**config.mk**
```make
export PLATFORM = sky130hd
export DESIGN_NAME = poly_solver
export DESIGN_NICKNAME = d
export VERILOG_FILES = /design/src/rtl/poly_solver.sv
export SDC_FILE = /design/constraint.sdc
export NUM_CORES = 1
export LEC_CHECK = 0
export ABC_CLOCK_PERIOD_IN_PS = 4500
export CAP_MARGIN = 20
export CORE_UTILIZATION = 31
export DETAILED_ROUTE_END_ITERATION = 8
export GPL_TIMING_DRIVEN = 0
export PLACE_DENSITY_LB_ADDON = 0.25
export SYNTH_ARGS = -nofsm -noshare
export SYNTH_HDL_FRONTEND = slang
export SYNTH_SLANG_ARGS = --single-unit
```
**constraint.sdc**
```tcl
create_clock -name clk -period 4.5 [get_ports clk]
set_input_delay 0.9 -clock clk [delete_from_list [all_inputs] [get_ports clk]]
set_output_delay 0.9 -clock clk [all_outputs]
set_load 0.05 [all_outputs]
```
**src/rtl/poly_solver.sv**
```systemverilog
// Sequential Horner-rule polynomial evaluator: X captured on start, coefficients
// streamed highest order first over valid/ready, one multiply and one add step each.
module poly_solver #(
  parameter int unsigned WIDTH  = 16,
  parameter int unsigned XWIDTH = 8,
  parameter int unsigned DEGREE = 2
) (
  input  logic              clk,
  input  logic              rst,
  input  logic              start,
  input  logic [XWIDTH-1:0] x_in,
  input  logic              coef_valid,
  input  logic [WIDTH-1:0]  coef_in,
  output logic              coef_ready,
  output logic              busy,
  output logic              done,
  output logic [WIDTH-1:0]  result,
  output logic              zero,
  output logic              overflow
);

  localparam int unsigned PW = 2 * WIDTH;
  localparam int unsigned SW = WIDTH + 1;
  localparam int unsigned CW = 4;

  typedef enum logic [2:0] {
    ST_IDLE,
    ST_WAIT,
    ST_MUL,
    ST_ADD,
    ST_DONE
  } state_t;

  state_t state, state_next;

  logic [WIDTH-1:0] x_q;
  logic [WIDTH-1:0] s_q;
  logic [WIDTH-1:0] c_q;
  logic [CW-1:0]    count_q;
  logic             ovf_acc_q;

  logic             busy_next;
  logic             ready_next;
  logic             done_next;

  logic [PW-1:0]    prod;
  logic [SW-1:0]    sum;
  logic             mul_ovf;
  logic             add_carry;
  logic             last_coef;

  // Full-width product and sum so truncation can be flagged.
  assign prod      = PW'(s_q) * PW'(x_q);
  assign sum       = SW'(s_q) + SW'(c_q);
  assign mul_ovf   = |prod[PW-1:WIDTH];
  assign add_carry = sum[WIDTH];
  assign last_coef = (count_q == CW'(DEGREE));

  assign zero = (result == '0);

  // State register plus registered handshake/status outputs.
  always_ff @(posedge clk or negedge rst) begin
    if (!rst) begin
      state      <= ST_IDLE;
      busy       <= 1'b0;
      coef_ready <= 1'b0;
      done       <= 1'b0;
    end else begin
      state      <= state_next;
      busy       <= busy_next;
      coef_ready <= ready_next;
      done       <= done_next;
    end
  end

  // Next-state decode; outputs are derived from the upcoming state.
  always_comb begin
    state_next = state;
    busy_next  = 1'b0;
    ready_next = 1'b0;
    done_next  = 1'b0;
    case (state)
      ST_IDLE: if (start) state_next = ST_WAIT;
      ST_WAIT: if (coef_valid) state_next = ST_MUL;
      ST_MUL:  state_next = ST_ADD;
      ST_ADD:  state_next = last_coef ? ST_DONE : ST_WAIT;
      ST_DONE: state_next = ST_IDLE;
      default: state_next = ST_IDLE;
    endcase
    busy_next  = (state_next != ST_IDLE);
    ready_next = (state_next == ST_WAIT);
    done_next  = (state_next == ST_DONE);
  end

  // Datapath registers; result/overflow only change on the final add.
  always_ff @(posedge clk or negedge rst) begin
    if (!rst) begin
      x_q       <= '0;
      s_q       <= '0;
      c_q       <= '0;
      count_q   <= '0;
      ovf_acc_q <= 1'b0;
      result    <= '0;
      overflow  <= 1'b0;
    end else begin
      case (state)
        ST_IDLE: begin
          if (start) begin
            x_q       <= WIDTH'(x_in);
            s_q       <= '0;
            count_q   <= '0;
            ovf_acc_q <= 1'b0;
          end
        end
        ST_WAIT: begin
          if (coef_valid) c_q <= coef_in;
        end
        ST_MUL: begin
          s_q       <= prod[WIDTH-1:0];
          ovf_acc_q <= ovf_acc_q | mul_ovf;
        end
        ST_ADD: begin
          s_q       <= sum[WIDTH-1:0];
          ovf_acc_q <= ovf_acc_q | add_carry;
          count_q   <= count_q + CW'(1);
          if (last_coef) begin
            result   <= sum[WIDTH-1:0];
            overflow <= ovf_acc_q | add_carry;
          end
        end
        default: ;
      endcase
    end
  end

endmodule
```
==> flow_summary.json <==
{
  "htree_levels": 3,
  "crit_family": "adder cells",
  "num-nonclk-buffers": 104,
  "worst_path_largest_cell_delay_ns": 0.53,
  "cts_hold_buf": 0,
  "fin_skew_ns": 0.00569,
  "clk_path_buf_depth": 2,
  "fmax_mhz": 206,
  "relSlewSlack": 0.362,
  "holdWs_ns": 0.417,
  "fp.dieW_um": 157,
  "die_area_um2": 24600,
  "rsz0062_at_grt": "yes",
  "logic_area_um2": 5630,
  "cts_sinks": 68,
  "design.core.area_um2": 23500,
  "buffer_area_frac": 0.107,
  "drv_slew": 0,
  "fillerInstances": 2339,
  "top_area_cell": "dfrtp_1",
  "io_buffers": 48,
  "path_buffers": 4,
  "dp_cells": 1156,
  "critical_path_class": "reg -> reg",
  "clock_area_frac": 0.0328,
  "crit_slowest_cell": "fa_1",
  "ys.flop_type": "dfrtp_1",
  "place_ws_ns": -0.814,
  "cts_setup_buffers": 27,
  "drtPass1Iterations": 5,
  "worst_pin_slew_ns": 0.950,
  "edf_count": 0,
  "drc": 0,
  "lay_top_cells": "inv_1, and2_1, fa_1",
  "pin_count": 49,
  "top_area_frac": 0.229,
  "cp-start-kind": "flop",
  "ctsResizeCount": 42,
  "mostFrequentLayoutCell": "inv_1",
  "fin_area_um2": 9510,
  "cp-end-kind": "flop",
  "arrival_ns": 5.05,
  "synthesis.nets": 962,
  "cts_tree": "built",
  "initCoreUtil": 0.317,
  "first_iter_violations": 252,
  "top_cells_by_count": "inv_1, and2_1, fa_1, nand2_1, dfrtp_1",
  "flops": 68,
  "cp.required_ns": 4.70,
  "area_growth_pct": 27.9,
  "reg_top3": "c_q (16), result (16), s_q (16)",
  "drive_gt1_frac": 0.214,
  "clk_pin_slew_worst_paths_ns": 0.06,
  "grt_usage": 0.174,
  "sh_seq_area": 0.181,
  "ys_seq_elements": 68,
  "period_minus_slack_ns": 4.85,
  "fp-row-count": 56,
  "routed-via-count": 5801,
  "drt-wirelength-per-cell_um": 16.7,
  "synthTopCellsByArea": "dfrtp_1, fa_1, ha_1",
  "final_antenna_net_count": 0,
  "postSynthAreaPerCell_um2": 9.45,
  "period_used_share": 1.08,
  "crit_top_cell": "fa_1",
  "tool_warnings": 29,
  "comb_area_frac": 0.592,
  "largestClassByArea": "logic gates",
  "async_flop_share": 1.00,
  "die_h_um": 157,
  "ys_seq_share": 0.229,
  "overflow": 0,
  "yosys_warnings": 0,
  "cts-buffers-inserted": 9,
  "violations": "setup timing",
  "insertion_delay_ns": 0.34,
  "setup_viol": 2,
  "hold_path.class": "in -> async",
  "wirelength_mm": 20.1,
  "synthCells": 787,
  "nClkBuffers": 11,
  "cap_violations": 0,
  "setup_slack_ns": -0.352,
  "final_cells": 1203,
  "grt_max_degree": 58,
  "status": "finished with violations",
  "final_hold_viol_count": 0,
  "ys_types": 63,
  "fin_nets": 1054,
  "path_cells": "clkbuf_16, nand2_1, fa_1, fa_1, inv_1, fa_1, inv_1, fa_1, inv_2, ha_4, o21ai_2, o21ai_2, a21oi_2, o32ai_4, a41oi_2, mux2i_1, o2111ai_2, o31ai_2, o211ai_1",
  "netlist_area_um2": 7440,
  "synth-area-yosys_um2": 7440,
  "setup_tns_ns": -0.423
}
## path summary, 6_finish.rpt
kind / from / slack (ns) / depth (start not counted) / endpoint
max in group asynchronous: rst / 3.52 / 2 / x_q[7]$_DFFE_PN0P_
max: x_q[3]$_DFFE_PN0P_ / -0.35 / 19 / ovf_acc_q$_DFFE_PN0P_
min: rst / 0.42 / 1 / s_q[4]$_DFFE_PN0P_
min in group clk: count_q[3]$_DFFE_PN0P_ / 0.49 / 1 / count_q[3]$_DFFE_PN0P_
min reg2reg: count_q[3]$_DFFE_PN0P_ / 0.49 / 1 / count_q[3]$_DFFE_PN0P_
max reg2reg: x_q[3]$_DFFE_PN0P_ / -0.35 / 19 / ovf_acc_q$_DFFE_PN0P_
## worst register-to-register path: stages, from the launching register on
cell and delay (ns):
dfrtp_2 0.49, clkbuf_16 0.20, nand2_1 0.07, fa_1 0.45
fa_1 0.49, inv_1 0.05, fa_1 0.53, inv_1 0.05
fa_1 0.49, inv_2 0.05, ha_4 0.27, o21ai_2 0.07
o21ai_2 0.14, a21oi_2 0.10, o32ai_4 0.30, a41oi_2 0.20
mux2i_1 0.24, o2111ai_2 0.14, o31ai_2 0.25, o211ai_1 0.14
## cells by family (layout without fill, tap and decap cells)
family                   Yosys count  count (layout)  share of synthesized area
buffers and inverters            136             233                     0.0688
XOR/XNOR                          23              23                     0.0271
multiplexers                      35              35                     0.0528
AND-OR/OR-AND                    128             128                      0.118
adder cells (fa/ha/maj)          147             147                      0.333
flip-flops                        68              68                      0.229
AND/OR/NAND/NOR                  250             250                      0.172
## layer usage
metal / vias to the layer above / GRT usage / part of all wire
li1: 2790 / - / -
met1: 2898 / 0.243 / 0.48
met2: 94 / 0.277 / 0.47
met3: 19 / 0.0333 / 0.032
met4: 0 / 0.0420 / 0.018
met5: - / 0 / 0
Fig. 1: signal metal coverage by tile
Bar = 50 µm. 31 x 31 tiles, from white (low) to dark blue (high), scaled to the fullest tile. Values are wire area over tile area, all layers added.
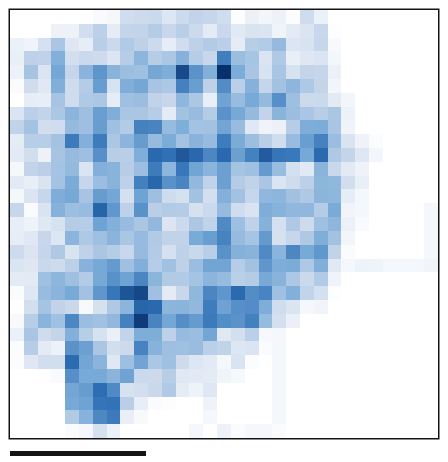
nearly empty tiles: 30%
emptiest ninth of the die: south-east
tiles over half the peak: 13%
fullest tile: 0.54

Fig. 2: met3 routing
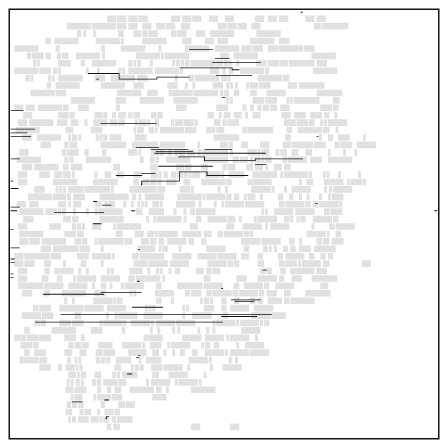
main direction: horizontal
nets with wire on the layer: 46
share of all routed wire: 3.2%
longest straight run: 77.3 µm

Fig. 3: clock network drawn from the DEF
Bar = 50 µm.
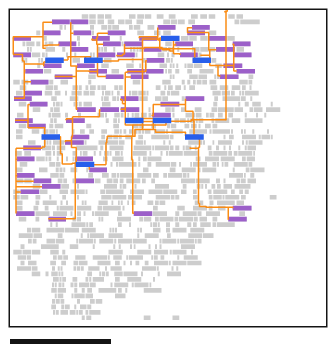
legend:
  clock drivers:
    colour: blue
    count: 9
  flip-flops:
    colour: purple
    count: 68
  clock wires:
    colour: orange
    length: 1170 µm
routed clock nets: 10

Fig. 4: zoomed window
Region (58, 58) to (98, 98) µm. Cells in grey, sequential cells in the stronger grey; small squares are vias.
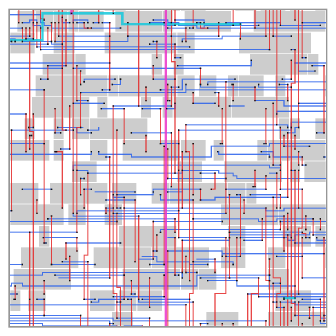
legend:
  metal 4:
    colour: magenta
  metal 1:
    colour: blue
  metal 3:
    colour: cyan
  metal 2:
    colour: red
sequential cells in the window: 0
cells with their middle in the window: 89
most frequent: fa_1 (21), and2_1 (16), inv_1 (15)

